File: config.mk
export PLATFORM = sky130hd
export DESIGN_NAME = alu_sequencer
export DESIGN_NICKNAME = d
export VERILOG_FILES = /design/src/rtl/alu_sequencer.sv
export SDC_FILE = /design/constraint.sdc
export NUM_CORES = 1
export LEC_CHECK = 0
export CORE_MARGIN = 8
export CORE_UTILIZATION = 37
export DETAILED_ROUTE_END_ITERATION = 7
export PLACE_DENSITY = 0.82
export SLEW_MARGIN = 20
export SYNTH_ARGS = -nofsm -noshare
export SYNTH_HDL_FRONTEND = slang
export SYNTH_SLANG_ARGS = --single-unit
File: constraint.sdc
create_clock -name w_clock -period 2.2 [get_ports w_clock]
set_clock_uncertainty 0.05 [all_clocks]
set_input_delay 0.44 -clock w_clock [delete_from_list [all_inputs] [get_ports w_clock]]
set_output_delay 0.44 -clock w_clock [all_outputs]
set_load 0.01 [all_outputs]
File: src/rtl/alu_sequencer.sv
// alu_sequencer: Mini SRC fetch/decode/execute control sequencer for register-register ALU ops.
// Define ALU_SEQ_MULDIV_EN to add mul/div support with a T6 (HI) writeback state.
module alu_sequencer #(
  parameter int NUM_REGS = 16,
  parameter int IR_W = 32,
  parameter int OP_W = 5,
  parameter int RIDX_W = 4
) (
  input  logic w_clock,
  input  logic w_clear,
  input  logic run,
  input  logic w_mem_ready,
  input  logic [IR_W-1:0] ir_in,
  output logic s_PC, e_MAR, w_IncPC, e_PC,
  output logic w_read, e_MDR, s_MDR, e_IR,
  output logic e_Y, e_alu, e_Z, s_Zlow, s_Zhigh, e_LO, e_HI,
  output logic [OP_W-1:0] alu_opcode,
  output logic [NUM_REGS-1:0] s_R,
  output logic [NUM_REGS-1:0] e_R,
  output logic busy,
  output logic done,
  output logic illegal,
  output logic [3:0] state
);
  localparam logic [3:0] IDLE = 4'd0, T0 = 4'd1, T1 = 4'd2, T2 = 4'd3, T3 = 4'd4;
  localparam logic [3:0] T4 = 4'd5, T5 = 4'd6, T6 = 4'd7, FAULT = 4'd8;
  localparam logic [NUM_REGS-1:0] ONE = NUM_REGS'(1);
  logic [OP_W-1:0] op;
  logic [RIDX_W-1:0] ra, rb, rc;
  logic [3:0] nxt;
  logic t1_first, unary, muldiv, bad_op, bad_idx, bad, retire, t3_drive;
  logic unused;
  assign unused = ^ir_in[IR_W-OP_W-3*RIDX_W-1:0];
  assign unary = op == OP_W'(4) || op == OP_W'(12);
`ifdef ALU_SEQ_MULDIV_EN
  assign muldiv = op == OP_W'(5) || op == OP_W'(6);
  assign bad_op = op > OP_W'(12);
`else
  assign muldiv = 1'b0;
  assign bad_op = op > OP_W'(12) || op == OP_W'(5) || op == OP_W'(6);
`endif
  // mul/div never writes Ra and unary ops never read Rc, so those fields are don't-care there
  assign bad_idx = (!muldiv && 32'(ra) >= NUM_REGS) || 32'(rb) >= NUM_REGS ||
                   (!unary && 32'(rc) >= NUM_REGS);
  assign bad = bad_op || bad_idx;
  assign retire = (state == T5 && !muldiv) || state == T6;
  always_comb begin
    nxt = state;
    case (state)
      IDLE: nxt = run ? T0 : IDLE;
      T0: nxt = T1;
      T1: nxt = w_mem_ready ? T2 : T1;
      T2: nxt = T3;
      T3: nxt = bad ? FAULT : T4;
      T4: nxt = T5;
      T5: nxt = muldiv ? T6 : (run ? T0 : IDLE);
`ifdef ALU_SEQ_MULDIV_EN
      T6: nxt = run ? T0 : IDLE;
`endif
      default: nxt = FAULT;
    endcase
  end
  always_ff @(posedge w_clock) begin
    if (w_clear) begin
      state <= IDLE;
      t1_first <= 1'b0;
      {op, ra, rb, rc} <= '0;
    end else begin
      state <= nxt;
      t1_first <= state == T0;
      if (state == T2) {op, ra, rb, rc} <= ir_in[IR_W-1 -: OP_W+3*RIDX_W];
    end
  end
  assign t3_drive = state == T3 && !unary && !bad;
  assign s_PC = state == T0;
  assign e_MAR = state == T0;
  assign w_IncPC = state == T0;
  assign e_PC = state == T1 && t1_first;
  assign w_read = state == T1;
  assign e_MDR = state == T1;
  assign s_MDR = state == T2;
  assign e_IR = state == T2;
  assign e_Y = t3_drive;
  assign e_alu = state == T4;
  assign e_Z = state == T0 || state == T4;
  assign s_Zlow = state == T1 || state == T5;
  assign e_LO = state == T5 && muldiv;
`ifdef ALU_SEQ_MULDIV_EN
  assign s_Zhigh = state == T6;
  assign e_HI = state == T6;
`else
  assign s_Zhigh = 1'b0;
  assign e_HI = 1'b0;
`endif
  assign s_R = t3_drive ? ONE << rb : state == T4 ? ONE << (unary ? rb : rc) : '0;
  assign e_R = state == T5 && !muldiv ? ONE << ra : '0;
  assign alu_opcode = state >= T3 && state <= T6 ? op : '0;
  assign busy = state != IDLE && state != FAULT;
  assign done = retire;
  assign illegal = state == FAULT;
endmodule

### Metal layers overlaid

Only two layers are drawn.
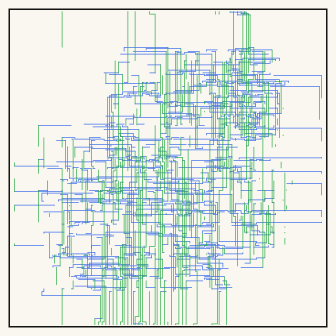
Blue is M1, wire length 2440 um. Green is M2, wire length 3020 um.

### Clock wiring as the flow saved it

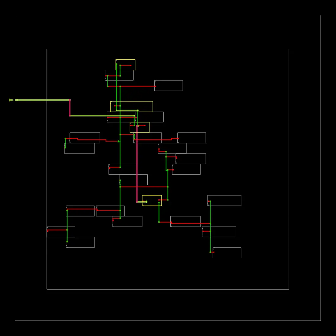
CTS sink count: 22
CTS buffer count: 3

### Sequential cells coloured by netlist name

Scale bar: 20 um. Other sequential cells in the stronger grey, the rest of the logic in the fainter grey.
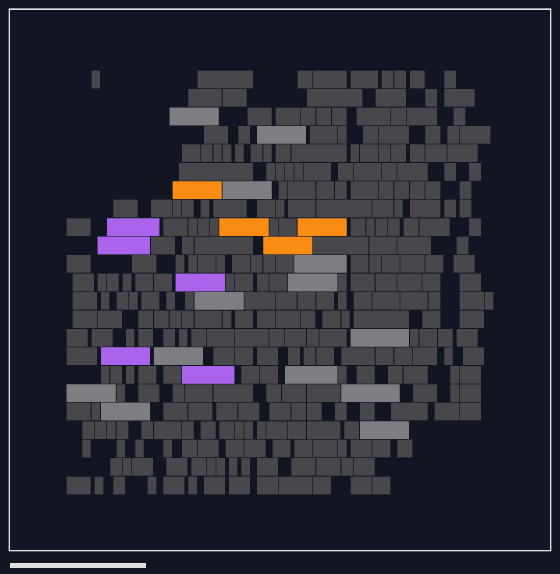
Purple is op, placed flops 5, where left middle. Orange is rb, placed flops 4, where middle.

==> flow_summary.json <==
{
  "power_density_nw_per_um2": 399,
  "final_util_pct": 71.2,
  "ff2ff_setup_slack_ns": 0.66,
  "critPathMaxFanout": 3,
  "fillCellCount": 285,
  "drtAntennaViolNets": 0,
  "chip_area_um2": 6340,
  "hold_path_class": "reg2reg",
  "rsz0062_at_grt": "true",
  "relSlewSlack_pct": 65.3,
  "htree_num_levels": 1,
  "crit_required_ns": 1.71,
  "p_leak_nw": 1.21,
  "max_cap_violations": 0,
  "grt_max_degree": 18,
  "yosys_warnings": 0,
  "synth.avg_cell_area_um2": 7.03,
  "n_antenna_cell": 0,
  "fin_setup_tns_ns": -3.60,
  "track_usage_pct": 18.4,
  "drc": 0,
  "fp_util_pct": 38.0,
  "fin_crit_sh_pct": 114,
  "drive_gt1_share_pct": 37.3,
  "timing.fmax_mhz": 399,
  "status": "finished with violations",
  "setup_viol": 16,
  "dp.cells": 348,
  "max_slew.worst_pin.slew_ns": 0.519,
  "slowest_delay_ns": 0.35,
  "crit_path_frequent_cell": "buf_6",
  "grt_pass1_vias": 1965,
  "ys_cells": 213,
  "synth-edff-count": 0,
  "yosys-top-cells-area": "dfxtp_1, nand2_1, o22ai_1",
  "lay_top_count": "nand2_1",
  "dp_worst_setup_slack_ns": -0.323,
  "start_kind": "register",
  "layout_setup_ws_ns": -0.304,
  "ys_seq_share_pct": 29.4,
  "period_needed_ns": 2.50,
  "vias": 1978,
  "postPlaceCellArea_um2": 2400,
  "clkLatencyLatePin_ns": 0.27,
  "lay_top_cells": "nand2_1, buf_4, dlygate4sd2_1, clkdlybuf4s50_1, buf_2",
  "row_count": 23,
  "ys_types": 37,
  "seq_area_um2": 454,
  "clk_path_buf_depth": 2,
  "violations": "negative setup slack",
  "drt-initial-drc-count": 94,
  "largest_area_cell": "dfxtp_1",
  "area_growth_pct": 87.7
}
## where the power goes
part	switching, mW	internal, mW	total (mW)
clock network	0.141	0.243	0.384
registers	0.0196	0.414	0.433
logic	0.140	0.164	0.305
## kinds of logic (layout without fill, tap and decap cells)
logic type,count (synthesis),count (layout),share of synthesized area (%)
XOR/XNOR,1,1,0.585
AND-OR/OR-AND,41,41,16.5
AND/OR/NAND/NOR,118,118,38.6
other,1,3,0.251
flip-flops,22,22,29.4
buffers and inverters,21,128,8.53
multiplexers,9,9,6.10
## state kept, by name, summed over array words and instances, names as in the netlist
name and cells:
state 4, ra 4, t1_first 1, rb 4
op 5, rc 4
## routing by layer
metal  wire length [um]  vias to the layer above  track usage (%)  part of all wire [%]
li1                   -                      953                -                     -
met5                  0                        -                0                     0
met1               2440                      921             20.0                    40
met4                142                        0             6.48                   2.3
met3                480                       16             4.62                   7.9
met2               3020                       88             33.5                    50
## area by class of cell
| cell class | count | share of cell area, % |
|---|---|---|
| repair buffers | 122 | 36.3 |
| multi-input cells | 172 | 42.3 |
| clock inverters | 1 | 1.07 |
| clock buffers | 3 | 1.47 |
| flip-flops and latches | 22 | 16.2 |
| well taps | 50 | 2.23 |
| inverters | 2 | 0.445 |
## final timing paths
path	start	endpoint	depth (start not counted)
min reg2reg	rc[0]	rc[0]	2
min	rc[0]	rc[0]	2
max	op[0]	s_R[7]	8
max reg2reg	op[0]	state[0]	7
## worst max-delay path, delay by kind of cell, from the launching register on
kind | cells | cell delay, ns
muxes | 1 | 0.26
and+or+nand+nor | 2 | 0.38
AOI/OAI and AO/OA | 1 | 0.19
buffers and inverters | 4 | 0.55
DFF | 1 | 0.35
## repair_timing
item                       CTS  global route
cloned                       1             0
buffers inserted            12             7
setup endpoints to repair   52            32
pin swaps                   19             6
gates resized              162            26
Power and IR drop assume default switching activity.
